## config.mk

```make
export PLATFORM = sky130hd
export DESIGN_NAME = ps2_key_ctrl
export DESIGN_NICKNAME = d
export VERILOG_FILES = /design/src/rtl/ps2_key_ctrl.sv
export SDC_FILE = /design/constraint.sdc
export NUM_CORES = 1
export LEC_CHECK = 0
export CAP_MARGIN = 20
export CORE_MARGIN = 3
export CORE_UTILIZATION = 35
export CTS_BUF_LIST = sky130_fd_sc_hd__clkbuf_4 sky130_fd_sc_hd__clkbuf_8
export DETAILED_ROUTE_END_ITERATION = 8
export DONT_BUFFER_PORTS = 1
export PLACE_DENSITY = 0.54
export SYNTH_ARGS = -nofsm -noshare
export SYNTH_HDL_FRONTEND = slang
export SYNTH_SLANG_ARGS = --single-unit
```

## constraint.sdc

```tcl
create_clock -name clk -period 2.3 [get_ports clk]
set_input_delay 0.46 -clock clk [delete_from_list [all_inputs] [get_ports clk]]
set_output_delay 0.46 -clock clk [all_outputs]
set_load 0.1 [all_outputs]
```

## src/rtl/ps2_key_ctrl.sv

```systemverilog
// PS/2 scan-code consumer: pops bytes from the keyboard receiver FIFO, tracks
// E0/F0 prefixes, and reports make/break events, the held key and a press count.
module ps2_key_ctrl #(
    parameter int unsigned COUNT_W       = 8,
    parameter bit          REPEAT_FILTER = 1'b1
) (
    input  logic               clk,
    input  logic               rst,
    input  logic [7:0]         fifo_data,
    input  logic               fifo_ready,
    input  logic               fifo_overflow,
    output logic               nextdata_n,
    output logic [7:0]         key_code,
    output logic               key_ext,
    output logic               key_valid,
    output logic               make_pulse,
    output logic               break_pulse,
    output logic [COUNT_W-1:0] press_count,
    output logic               err_sticky
);

    localparam logic [7:0] CODE_EXT = 8'hE0;
    localparam logic [7:0] CODE_BRK = 8'hF0;

    typedef enum logic [1:0] {IDLE, POP, PROC} state_t;

    state_t             state, state_nx;
    logic [7:0]         byte_q, byte_nx;
    logic               ext_pend, ext_nx;
    logic               brk_pend, brk_nx;
    logic [7:0]         code_nx;
    logic               kext_nx;
    logic               valid_nx;
    logic               make_nx;
    logic               brk_pulse_nx;
    logic [COUNT_W-1:0] count_nx;
    logic               err_nx;
    logic               match;

    // Reset suppresses the pop strobe in the same cycle so a latched byte stays queued.
    assign nextdata_n = !((state == POP) && !rst);

    // State register and registered outputs
    always_ff @(posedge clk) begin
        if (rst) begin
            state       <= IDLE;
            byte_q      <= 8'h00;
            ext_pend    <= 1'b0;
            brk_pend    <= 1'b0;
            key_code    <= 8'h00;
            key_ext     <= 1'b0;
            key_valid   <= 1'b0;
            make_pulse  <= 1'b0;
            break_pulse <= 1'b0;
            press_count <= '0;
            err_sticky  <= 1'b0;
        end else begin
            state       <= state_nx;
            byte_q      <= byte_nx;
            ext_pend    <= ext_nx;
            brk_pend    <= brk_nx;
            key_code    <= code_nx;
            key_ext     <= kext_nx;
            key_valid   <= valid_nx;
            make_pulse  <= make_nx;
            break_pulse <= brk_pulse_nx;
            press_count <= count_nx;
            err_sticky  <= err_nx;
        end
    end

    // Next-state and decode
    always_comb begin
        state_nx     = state;
        byte_nx      = byte_q;
        ext_nx       = ext_pend;
        brk_nx       = brk_pend;
        code_nx      = key_code;
        kext_nx      = key_ext;
        valid_nx     = key_valid;
        make_nx      = 1'b0;
        brk_pulse_nx = 1'b0;
        count_nx     = press_count;
        err_nx       = err_sticky;
        match        = 1'b0;

        // Overflow drops any half-received prefix before the byte is decoded.
        if (fifo_overflow) begin
            err_nx = 1'b1;
            ext_nx = 1'b0;
            brk_nx = 1'b0;
        end

        case (state)
            IDLE: begin
                if (fifo_ready) begin
                    byte_nx  = fifo_data;
                    state_nx = POP;
                end
            end
            POP: begin
                state_nx = PROC;
            end
            PROC: begin
                state_nx = IDLE;
                if (byte_q == CODE_EXT) begin
                    ext_nx = 1'b1;
                end else if (byte_q == CODE_BRK) begin
                    brk_nx = 1'b1;
                end else begin
                    match = (byte_q == key_code) && (ext_nx == key_ext);
                    if (brk_nx) begin
                        brk_pulse_nx = 1'b1;
                        if (match) begin
                            valid_nx = 1'b0;
                        end
                    end else if (!(REPEAT_FILTER && key_valid && match)) begin
                        code_nx  = byte_q;
                        kext_nx  = ext_nx;
                        valid_nx = 1'b1;
                        make_nx  = 1'b1;
                        count_nx = press_count + COUNT_W'(1);
                    end
                    ext_nx = 1'b0;
                    brk_nx = 1'b0;
                end
            end
            default: begin
                state_nx = IDLE;
            end
        endcase
    end

endmodule

```

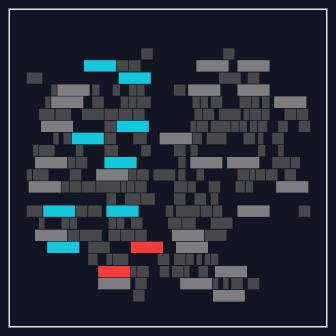
run_1/ff_map.png
cyan -> `key_code`  # sequential cells 8
red -> `state`  # sequential cells 2
not coloured = 23
Register Area: 661 um2
Final Util: 43.8%

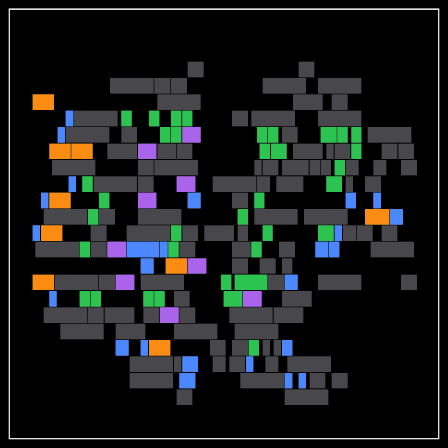
run_1/gates.png
blue -> nor cells  # cells 25, most used nor2_1
orange -> mux cells  # cells 9, most used mux2i_1
purple -> xor and xnor cells  # cells 9, most used xor2_1
green -> aoi and oai cells  # cells 35, most used a21oi_1
Comb/total area: 42.2%
final cell count without fillers: 230
most numerous logic cell after layout: dfxtp_1

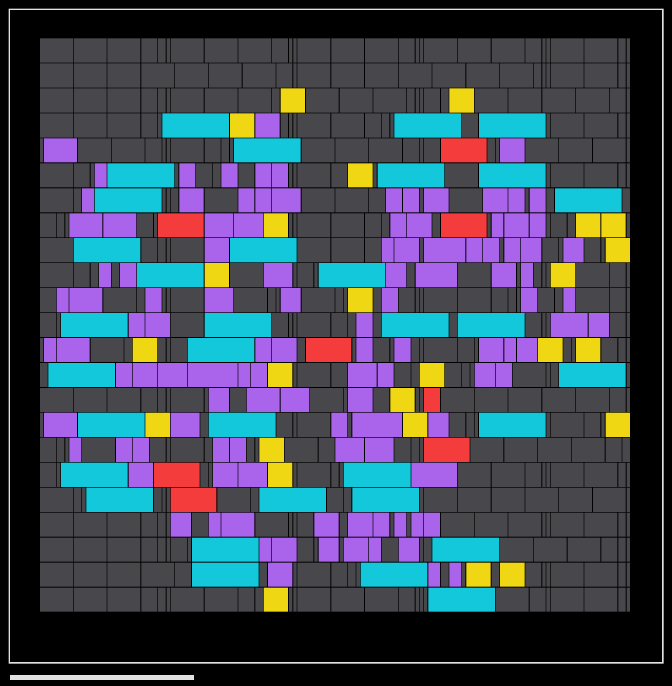
run_1/class_map.png
The bar under the picture is 20 um long. Fill, decap, tap and diode cells in grey.
red -> clock drivers and dummy loads  # cells 8, share of their area 6.0%
purple -> remaining logic cells  # cells 114, share of their area 44%
cyan -> sequential cells  # cells 33, share of their area 39%
yellow -> remaining buffers and delay cells  # cells 25, share of their area 11%
design area: 1760 um2
Seq/total area: 37.4%
row count: 23
Core Region: 4030 um2

==> reports/summary.txt, run 1 <==
Routed wire length -> 3280 um
Asr flop ratio synth -> 0%
Clk Latency, worst-skew pair -> 290 ps
Worst setup skew after layout -> 6.50 ps
Hold EP -> press_count[7]
Top cells by area, synth -> dfxtp_1, a21oi_1, mux2i_1
Buffer share of cell area -> 10.6%
Crit path time final -> 2110 ps
Buffers & Inverters on Critical Path -> 1
IO Count -> 34
Top pwr grp -> registers
Placed Instance Area -> 1660 um2
Clk pwr -> 0.000476 W
Instance count on the critical path -> 6
DRT Pass-1 Iters -> 4
Layout fillers -> 401
Most frequent cell after synthesis -> dfxtp_1
Setup CP Type -> register to register
Area grow syn2layout -> 19.1%
Tap cells -> 50
Synth Area in Adders -> 0.845%
DRC -> 0
Worst-margin pin slew -> 991 ps
PortBufs -> 0
Crit-path cells -> xor2_1, nor4_1, and4_1, buf_4, o21ai_0, a21oi_1
Data arrival, critical path -> 2330 ps
Top layer in use -> met4
Worst R2R Start -> byte_q[4]
RD Place Congestion -> 0.751
CTS tree -> done
Clock sink count -> 33
Crit path required time -> 2520 ps
Vias/cell -> 5.21
Initial DRC count -> 76
Metal-1 WL -> 1480 um
Worst hold slack -> 241 ps
Top comb family, area -> simple AND/OR/NAND/NOR gates
Final period util -> 91.6%
Number of logic gates -> 112
Nets -> 192
Most frequent logic cells in the routed design -> dfxtp_1, buf_4, a21oi_1
Status -> finished, final reports clean
R2R setup slack -> 190 ps
GR Util met1 -> 17.4%
run_1/floorplan.png
Pins as bars on the die edge.
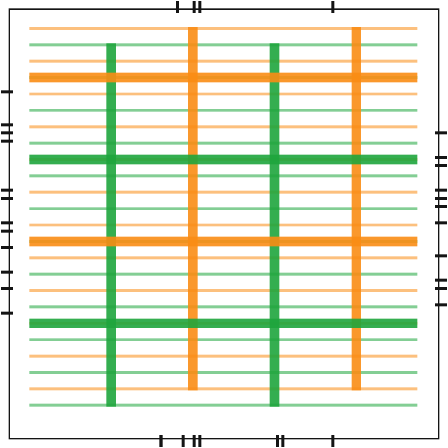

==> run 2, diff against run 1 <==
--- a/config.mk
+++ b/config.mk
@@ -7,11 +7,11 @@
 export LEC_CHECK = 0
 export CAP_MARGIN = 20
 export CORE_MARGIN = 3
-export CORE_UTILIZATION = 35
+export CORE_UTILIZATION = 55
 export CTS_BUF_LIST = sky130_fd_sc_hd__clkbuf_4 sky130_fd_sc_hd__clkbuf_8
 export DETAILED_ROUTE_END_ITERATION = 8
 export DONT_BUFFER_PORTS = 1
-export PLACE_DENSITY = 0.54
+export PLACE_DENSITY = 0.75
 export SYNTH_ARGS = -nofsm -noshare
 export SYNTH_HDL_FRONTEND = slang
 export SYNTH_SLANG_ARGS = --single-unit
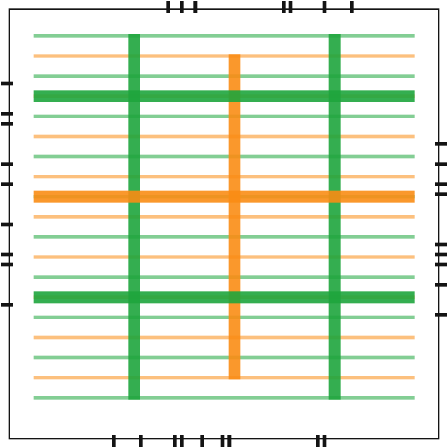
run_2/floorplan.png
Pins as bars on the die edge.
green -> VSS
orange -> VDD
rows = 18
signal pins = 34
met1 rails = 19
met5 straps = 3
Die Width: 57.9 um
die height: 57.9 um
peak supply drop: 0.713 mV

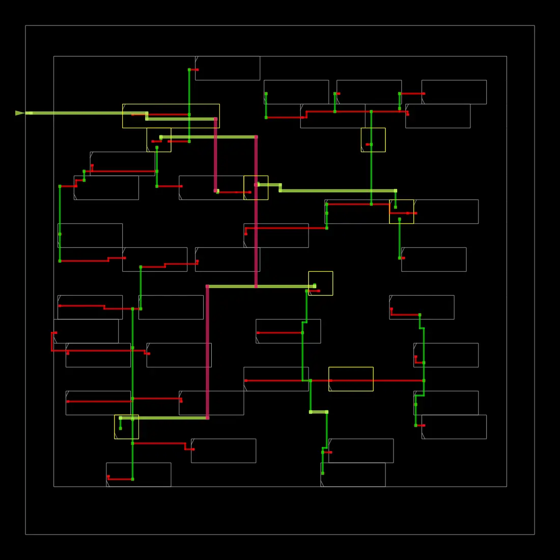
run_2/clock_nets.png
clk pwr: 0.000468 W
clock buf count: 7
clock sink count: 33
Num CTS Buffers: 5

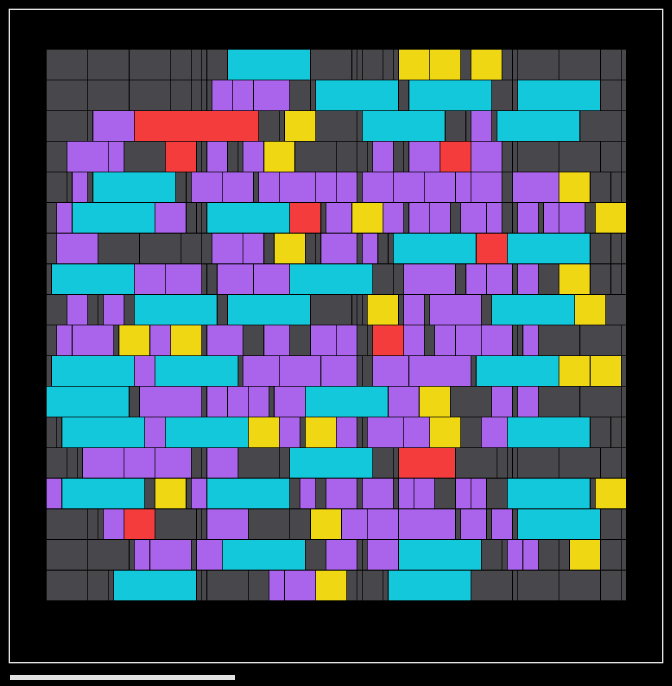
run_2/class_map.png
The bar under the picture is 20 um long. Fill, decap, tap and diode cells in grey.
red -> clock drivers and dummy loads  # cells 8, share of their area 5.3%
yellow -> remaining buffers and delay cells  # cells 25, share of their area 11%
purple -> remaining logic cells  # cells 114, share of their area 45%
cyan -> sequential cells  # cells 33, share of their area 39%
Core Region: 2520 um2
design area: 1730 um2
Seq/total area: 38.3%

==> run 2 against run 1 <==
Fmax up 3.6%. Via count up 1.8%. Final cell count down 8.7%. First-iteration DRC count down 68%. Largest power group unchanged. Register-to-register slack better by 70 ps. Highest routed layer unchanged.
==> reports/summary.txt, run 2 <==
Synth Area in Adders -> 0.845% (unchanged)
Routed wire length -> 3140 um (-4.2%)
Placed Instance Area -> 1640 um2 (-1.5%)
Final Util -> 68.5% (+25 points)
DRC -> 0 (unchanged)
Most frequent cell after synthesis -> dfxtp_1
Row count -> 18 (-22%)
Most frequent logic cells in the routed design -> dfxtp_1, buf_4, a21oi_1
Top comb family, area -> simple AND/OR/NAND/NOR gates
Worst hold slack -> 177 ps (-64.3 ps)
Instance count on the critical path -> 6 (unchanged)
GR Util met1 -> 24.8% (+7.3 points)
Final period util -> 88.4% (-3.2 points)
CTS tree -> done
Metal-1 WL -> 1330 um (-10%)
Clk Latency, worst-skew pair -> 340 ps (+50 ps)
Area grow syn2layout -> 16.6%
PortBufs -> 0 (unchanged)
Setup CP Type -> register to register
R2R setup slack -> 270 ps (+70 ps)
Number of logic gates -> 112 (unchanged)
Tap cells -> 30 (-40%)
Crit path time final -> 2030 ps (-73.8 ps)
Comb/total area -> 43.1% (+0.92 points)
Status -> finished, final reports clean
Initial DRC count -> 24 (-68%)
Top pwr grp -> registers
Most numerous logic cell after layout -> dfxtp_1
Register Area -> 661 um2 (unchanged)
DRT Pass-1 Iters -> 4 (unchanged)
Vias/cell -> 5.81 (+12%)
Crit-path cells -> xor2_1, nor4_1, and4_1, buf_4, o21ai_0, a21oi_1
Worst-margin pin slew -> 992 ps (+1.10 ps)
run_2/ff_map.png
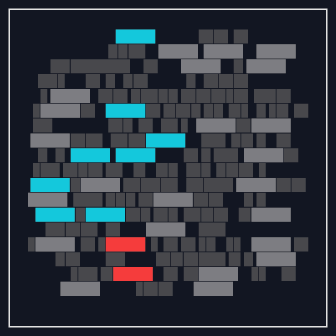

==> run 3, diff against run 2 <==
--- a/config.mk
+++ b/config.mk
@@ -7,11 +7,12 @@
 export LEC_CHECK = 0
 export CAP_MARGIN = 20
 export CORE_MARGIN = 3
-export CORE_UTILIZATION = 55
+export CORE_UTILIZATION = 58
 export CTS_BUF_LIST = sky130_fd_sc_hd__clkbuf_4 sky130_fd_sc_hd__clkbuf_8
 export DETAILED_ROUTE_END_ITERATION = 8
 export DONT_BUFFER_PORTS = 1
-export PLACE_DENSITY = 0.75
+export PLACE_DENSITY = 0.79
+export RECOVER_POWER = 50
 export SYNTH_ARGS = -nofsm -noshare
 export SYNTH_HDL_FRONTEND = slang
 export SYNTH_SLANG_ARGS = --single-unit
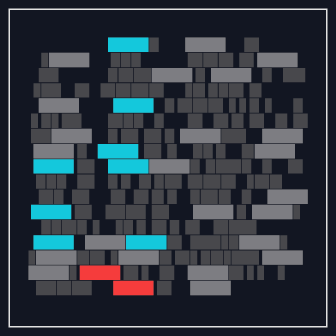
run_3/ff_map.png
cyan -> `key_code`  # sequential cells 8
red -> `state`  # sequential cells 2
Sequential Power: 0.000603 W
Seq/total area: 40.2%

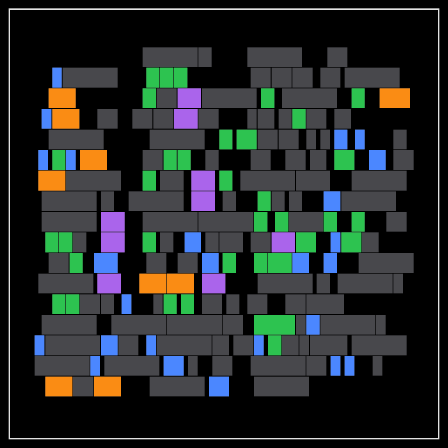
run_3/gates.png
green -> aoi and oai cells  # cells 35, most used a21oi_1
purple -> xor and xnor cells  # cells 9, most used xor2_1, where middle
orange -> mux cells  # cells 9, most used mux2i_1
blue -> nor cells  # cells 25, most used nor2_1
Comb/total area: 44.9%
final cell count without fillers: 207

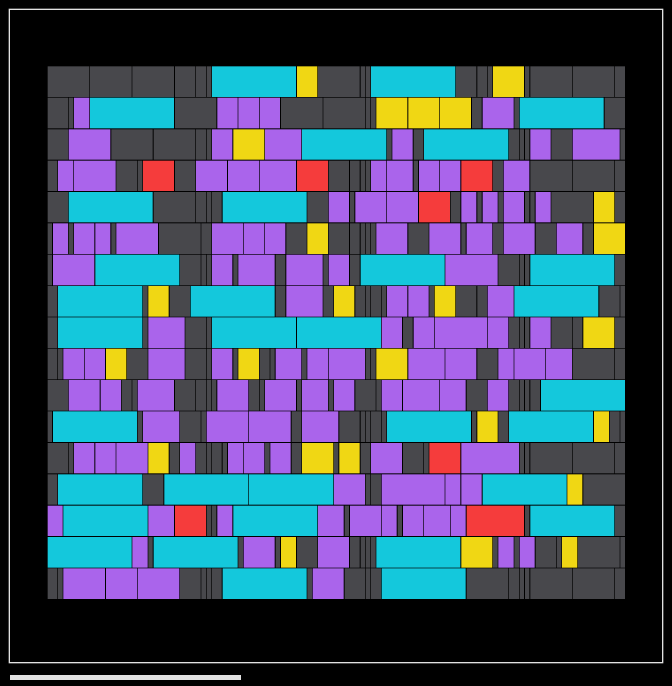
run_3/class_map.png
The bar under the picture is 20 um long. Fill, decap, tap and diode cells in grey.
cyan -> sequential cells  # cells 33, share of their area 41%
yellow -> remaining buffers and delay cells  # cells 25, share of their area 9.0%
red -> clock drivers and dummy loads  # cells 7, share of their area 3.7%
purple -> remaining logic cells  # cells 114, share of their area 46%
Core Region: 2320 um2
row count: 17
design area: 1650 um2
Final Util: 71.0%

==> run 3 against run 2 <==
Die area fell by 4.6%. Fmax rose by 1.8%. Global-route usage rose by 0.14 points. Critical path depth did not move. First-iteration DRC count rose by 8.3%. Non-clock buffer count did not move. Clock skew rose by 2.8 ps. Final cell count fell by 1.4%. Sequential share of layout area rose by 1.9 points. Critical endpoint unchanged.
==> reports/summary.txt, run 3 <==
Status -> finished, final reports clean
Final period util -> 86.9% (-1.5 points)
Synth Area in Adders -> 0.845% (unchanged)
Most numerous logic cell after layout -> dfxtp_1
Top comb family, area -> simple AND/OR/NAND/NOR gates
Placed Instance Area -> 1640 um2 (-0.15%)
Worst-margin pin slew -> 1200 ps (+206 ps)
GR Util met1 -> 24.4% (-0.32 points)
Peak supply drop -> 0.681 mV (-4.5%)
Die Width -> 56.5 um (-2.3%)
CTS tree -> done
Die height -> 56.5 um (-2.3%)
Metal-1 WL -> 1350 um (+1.9%)
Crit-path cells -> xor2_1, nor4_1, and4_1, buf_4, o21ai_0, a21oi_1
Top pwr grp -> registers
Clk pwr -> 0.000334 W (-29%)
DRT Pass-1 Iters -> 4 (unchanged)
Clk Latency, worst-skew pair -> 330 ps (about the same)
Num CTS Buffers -> 5 (unchanged)
Routed wire length -> 3180 um (+1.1%)
Most frequent logic cells in the routed design -> dfxtp_1, a21oi_1, nor2_1
R2R setup slack -> 300 ps (+40 ps)
Initial DRC count -> 26 (+8.3%)
Area grow syn2layout -> 11.1%
PortBufs -> 0 (unchanged)
Instance count on the critical path -> 6 (unchanged)
Most frequent cell after synthesis -> dfxtp_1
Power figures rest on the tool's default switching activity, not on a simulated workload.
